**Register map, names as in the netlist**

Other sequential cells in the stronger grey, the rest of the logic in the fainter grey.
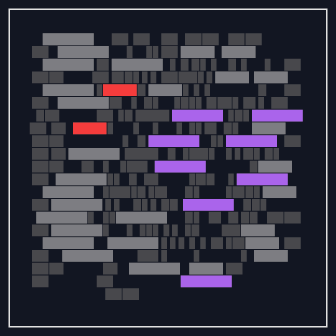
**Placed cells, one colour a class**

Bar = 20 um. Fill, decap, tap and diode cells in grey.
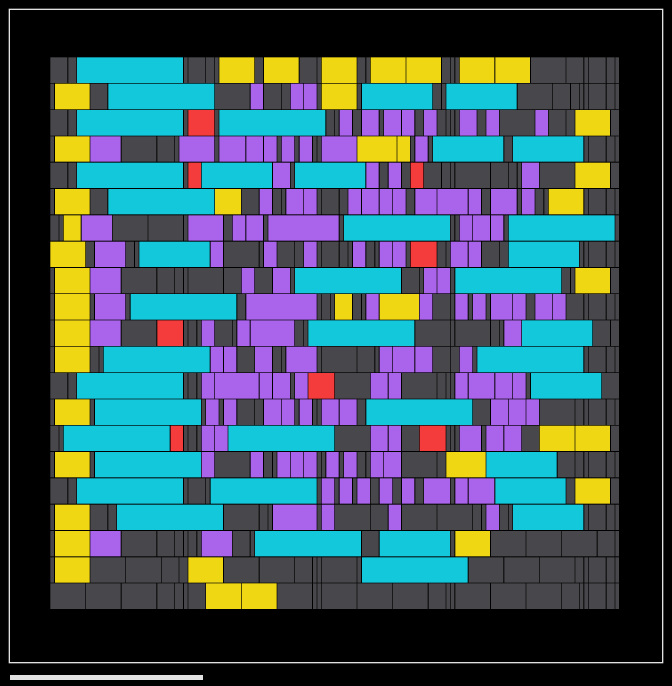
[src/rtl/add_sub_seq.sv]
// add_sub_seq: multi-cycle chunked two's-complement adder/subtractor with flags; ADD_SUB_SEQ_SAT_EN enables signed saturation
module add_sub_seq #(
  parameter int WIDTH = 8,
  parameter int CHUNK = 4
) (
  input  logic             clk,
  input  logic             rst,
  input  logic             in_valid,
  output logic             in_ready,
  input  logic [WIDTH-1:0] a,
  input  logic [WIDTH-1:0] b,
  input  logic             sub,
  output logic             out_valid,
  input  logic             out_ready,
  output logic [WIDTH-1:0] out,
  output logic             out_c,
  output logic             out_overflow,
  output logic             out_zero
);
  localparam int NCHUNK = WIDTH / CHUNK;
  localparam int CW = NCHUNK > 1 ? $clog2(NCHUNK) : 1;
  typedef enum logic [1:0] {IDLE, BUSY, DONE} state_t;
  state_t state;
  logic [WIDTH-1:0] a_r, b_r, sum_r, sum_n, res;
  logic [CHUNK:0] chunk;
  logic [CW-1:0] cnt;
  logic carry, ovf;
  assign in_ready = state == IDLE;
  assign out_valid = state == DONE;
  // add the current chunk and form the full result as it will look once this chunk lands
  always_comb begin
    chunk = {1'b0, a_r[cnt*CHUNK +: CHUNK]} + {1'b0, b_r[cnt*CHUNK +: CHUNK]} + {{CHUNK{1'b0}}, carry};
    sum_n = sum_r;
    sum_n[cnt*CHUNK +: CHUNK] = chunk[CHUNK-1:0];
    ovf = (a_r[WIDTH-1] == b_r[WIDTH-1]) && (sum_n[WIDTH-1] != a_r[WIDTH-1]);
`ifdef ADD_SUB_SEQ_SAT_EN
    res = ovf ? (a_r[WIDTH-1] ? {1'b1, {(WIDTH-1){1'b0}}} : {1'b0, {(WIDTH-1){1'b1}}}) : sum_n;
`else
    res = sum_n;
`endif
  end
  // handshake FSM; result and flags register only on entry to DONE
  always_ff @(posedge clk) begin
    if (rst) begin
      state <= IDLE;
      cnt <= '0;
      out <= '0;
      out_c <= 1'b0;
      out_overflow <= 1'b0;
      out_zero <= 1'b0;
    end else begin
      case (state)
        IDLE: if (in_valid) begin
          a_r <= a;
          b_r <= sub ? ~b : b;
          carry <= sub;
          cnt <= '0;
          state <= BUSY;
        end
        BUSY: begin
          sum_r <= sum_n;
          carry <= chunk[CHUNK];
          if (cnt == CW'(NCHUNK - 1)) begin
            out <= res;
            out_c <= chunk[CHUNK];
            out_overflow <= ovf;
            out_zero <= res == '0;
            state <= DONE;
          end else cnt <= cnt + 1'b1;
        end
        DONE: if (out_ready) state <= IDLE;
        default: state <= IDLE;
      endcase
    end
  end
endmodule

[config.mk]
export PLATFORM = sky130hd
export DESIGN_NAME = add_sub_seq
export DESIGN_NICKNAME = d
export VERILOG_FILES = /design/src/rtl/add_sub_seq.sv
export SDC_FILE = /design/constraint.sdc
export NUM_CORES = 1
export LEC_CHECK = 0
export ABC_AREA = 1
export CAP_MARGIN = 30
export CORE_MARGIN = 4
export CORE_UTILIZATION = 50
export CTS_CLUSTER_SIZE = 20
export DETAILED_ROUTE_END_ITERATION = 7
export GPL_TIMING_DRIVEN = 0
export PLACE_DENSITY = 0.8
export SYNTH_ARGS = -nofsm -noshare
export SYNTH_HDL_FRONTEND = slang
export SYNTH_SLANG_ARGS = --single-unit
[constraint.sdc]
create_clock -name clk -period 4.6 [get_ports clk]
set_clock_uncertainty 0.15 [all_clocks]
set_input_delay 0.46 -clock clk [delete_from_list [all_inputs] [get_ports clk]]
set_output_delay 0.46 -clock clk [all_outputs]
set_load 0.05 [all_outputs]
==> run notes <==
Physical implementation status

The cell area after placement stands at 2150 um^2. The post-synthesis simple-gate area fraction stands at 0.172. The clock share of power stands at 0.221.

The number of flops mapped to enable cells by yosys stands at 25. Hold analysis lists the worst path endpoint as out[4]. met1 track demand over resource after global routing is 0.168. The clock reaches the later pin of the worst-skew pair after 0.33 ns.

The H-tree generated during clock tree synthesis spans 2 levels. 0 antenna diodes ended up in the layout. The clock sink count stands at 39. The boundary pin count stands at 34.

In the final design, more cell area goes to registers than to any other class. The relative area of clock buffers and inverters in the final design stands at 0.0222. In the routed design, unresolved DRC markers number 0. The synthesis-to-layout area growth stands at 24.6%.

The synthesized net count stands at 203. The synthesized design spends more area on one cell type than any other, namely edfxtp_1. In the Yosys report the total cell count is 177. Per the synthesis report, the AND-OR/OR-AND share of the synthesized area is 0.0808. In the final report, the number of pins over their slew limit comes to 0. The routed via count divided by cell count stands at 4.92. The required arrival time at the worst endpoint stands at 4.73 ns. The sequential cell area stands at 1030 um^2.

The total number of vias stands at 1298. Per the synth stats, the flop cell with the highest instance count is edfxtp_1. TritonCTS built the clock tree.

The library cells used most frequently in the layout, excluding fill and tap cells, are 50 x nand2_1, 32 x clkdlybuf4s50_1, 25 x edfxtp_1. The data arrival at the endpoint of the critical path stands at 2.96 ns. After detailed routing, no signal wire sits above met4. The met1 layer wirelength in the final routing stands at 1290 um.

In this run the register-to-register setup slack is 1.77 ns. In this build the clock could be raised as far as 0.353 GHz. The width of the die stands at 67.4 um. The buffer_ports step reported a buffer count of 32. The post-synthesis register bit count stands at 39. STA shows the worst reg2reg path with a cell count of 11.

The initial antenna violation count came to 0. The area share of fa/ha/maj cells after synthesis stands at 0.0439. The power drawn by the clock network stands at 0.162 mW.

The commonest cells after synthesis are 50 x nand2_1, 25 x edfxtp_1, 16 x inv_1. The worst setup path is of the reg2reg kind. The layer flagged by global routing as most heavily used is met2. STA lists the startpoint of the worst register-to-register path as cnt. The tally of unique sky130hd cells used after synthesis stands at 28. The multi-input logic cell count stands at 115.

Of the synthesized area, sequential elements account for 0.584. Hold repair after CTS inserted 0 buffers. The final layout report lists a clock buffer count of 8. The chip area from the yosys synthesis statistics stands at 1770 um^2. The quantity of gates resized following cts stands at 0. STA classifies the critical path endpoint as a flop. Grouping stages by cell kind, the critical path spends the most delay in adder cells. For met2 alone, demand over resource in global routing was 0.266. For the final routed database, the setup TNS stands at 0 ns. In this design, the critical path's most frequently occurring cell is fa_1. Among logic cells in the layout, the one with the most instances is nand2_1. The count of antenna-violating nets left after detailed routing stands at 0. The relative area of non-clock buffer cells in the final design stands at 0.171. The first-pass GRT wire length stands at 4950 um.

The global routing report lists combined usage of all routing layers as 0.151. The worst hold path stage count stands at 2. The count of max-cap constraint violations stands at 0.

STA reports the tightest min-delay check as being of type reg2reg. The internal portion of the total power is 0.526 mW. The cell count along the critical path stands at 11. Buffers inserted during clock tree synthesis total 5. Sorting the synthesized cells by area gives the leading types as edfxtp_1 43%, dfxtp_1 16%, nand2_1 11%. Of the total power, registers draw 0.556. Subtracting the final worst setup slack from the clock period gives 2.83 ns. The count of buffering cells on the critical path with inverters included stands at 3. The share of the synthesized area in the top cell type stands at 0.425. The run finished with clean final reports. The share of synthesized area spent on multiplexers stands at 0.0113. The total wire length after detailed routing stands at 3140 um.

The share of flip-flops with an asynchronous set or reset stands at 0. In this run the cell area of the synthesized design comes to 1770 um^2. The footprint of the multi-input gates stands at 623 um^2.

The startpoint identified for the worst hold timing path is out[4]. Per the finish-stage timing summary, setup violations number 0. The worst register-to-register path ends at out_zero. Per report_power, the Combinational row totals 0.164 mW. Leaving out filler cells and counting taps, the final layout contains 264.

Yosys instantiated no cell more often than nand2_1. The number of global-route vias before repair stands at 1158. Once the clock tree was built, the setup fixing pass inserted 0 buffers. The maximum fanout count along the critical path stands at 10. The worst setup path is launched from a flop. Note, the detailed placer reported a final HPWL of 2450 um. The final estimated routing congestion in global placement stands at 0.845.

The power dissipated by switching net loads stands at 0.209 mW. The number of tap instances stands at 46. The maximum number of pins on one net before global-route repair stands at 14. The cell area power density stands at 334 nW/um^2. The pre-CTS setup slack stands at 1.79 ns. Counting along the longest clock path gives a buffer depth of 2.

Per the STA report, the cell with the highest stage delay on the worst path is dfxtp_1. Per the post-synthesis report, the number of cells in the design is 177. The most critical hold endpoint after final layout shows a slack of 0.323 ns. met3 track demand over resource after global routing is 0.0399. The plain and repair buffers instantiated in the layout total 39.

Setup repair after global routing left no endpoint under its margin. The total iterations of the first detailed-routing run stands at 4. The synthesized area divided by synthesized cell count stands at 9.97 um^2. The fraction of the core area occupied by cells at floorplan stands at 0.525.

The flip-flop and latch count stands at 39. The worst setup margin stands at 1.77 ns. The routed design uses 1660 um of met2 wire.

OpenSTA lists the critical path endpoint as out_zero. The actual transition at the worst max-transition pin stands at 0.686 ns. The first routing iteration left 58 violations.

The fill cell instance count of the final layout stands at 314. The post-detailed-route wirelength per cell stands at 11.9 um. The overall die area stands at 4550 um^2. The height of the die stands at 67.4 um. Of the total standard cell area in the layout, the multi-input combinational portion is 0.283. After clock tree synthesis, the clock-pin slew on the worst setup and hold paths is 0.10 ns.

The final-stage net count stands at 243. After layout, the inverter instance count without clock inverters stands at 17. Summing internal, switching and leakage power gives 0.734 mW. Ranked by power, first place goes to sequential cells. Per the final layout report, the fraction of cells sized above drive strength 1 comes to 0.0688. The switching part of the total power stands at 0.284. The routed length on met3 stands at 149 um. Per STA, the highest per-stage delay on the worst path measures 0.44 ns.

Among the non-sequential cells, simple AND/OR/NAND/NOR gates take the most area. Warnings reported by Yosys during synthesis add up to 0. The worst slew margin relative to its limit stands at 0.541. The combinational fraction of design power stands at 0.223.

Looking at the clock tree report, the root buffer type is clkbuf_4. Summing over the stages, the warning tally comes to 26. The share of the clock period used by the worst path stands at 0.615. The leftover overflow at the end of global routing stands at 0. The worst VDD IR drop from the latest analysis is 191 uV.
Back to the opening pictures, 'register map, names as in the netlist':
[red] state | flops: 2
[purple] sum_r | flops: 8
not coloured: 29

Back to the opening pictures, 'placed cells, one colour a class':
[cyan] sequential cells | cells: 39 | share of their area: 48%
[purple] remaining logic cells | cells: 132 | share of their area: 32%
[yellow] remaining buffers and delay cells | cells: 39 | share of their area: 18%
[red] clock drivers and dummy loads | cells: 8 | share of their area: 2.3%
final cell area excluding filler cells: 2200 um^2
Floorplan Core Area: 3360 um^2
row count: 21
fin util: 0.654
flop share of the area: 0.469

No activity file was given, so power comes from the tool's default toggle rates.
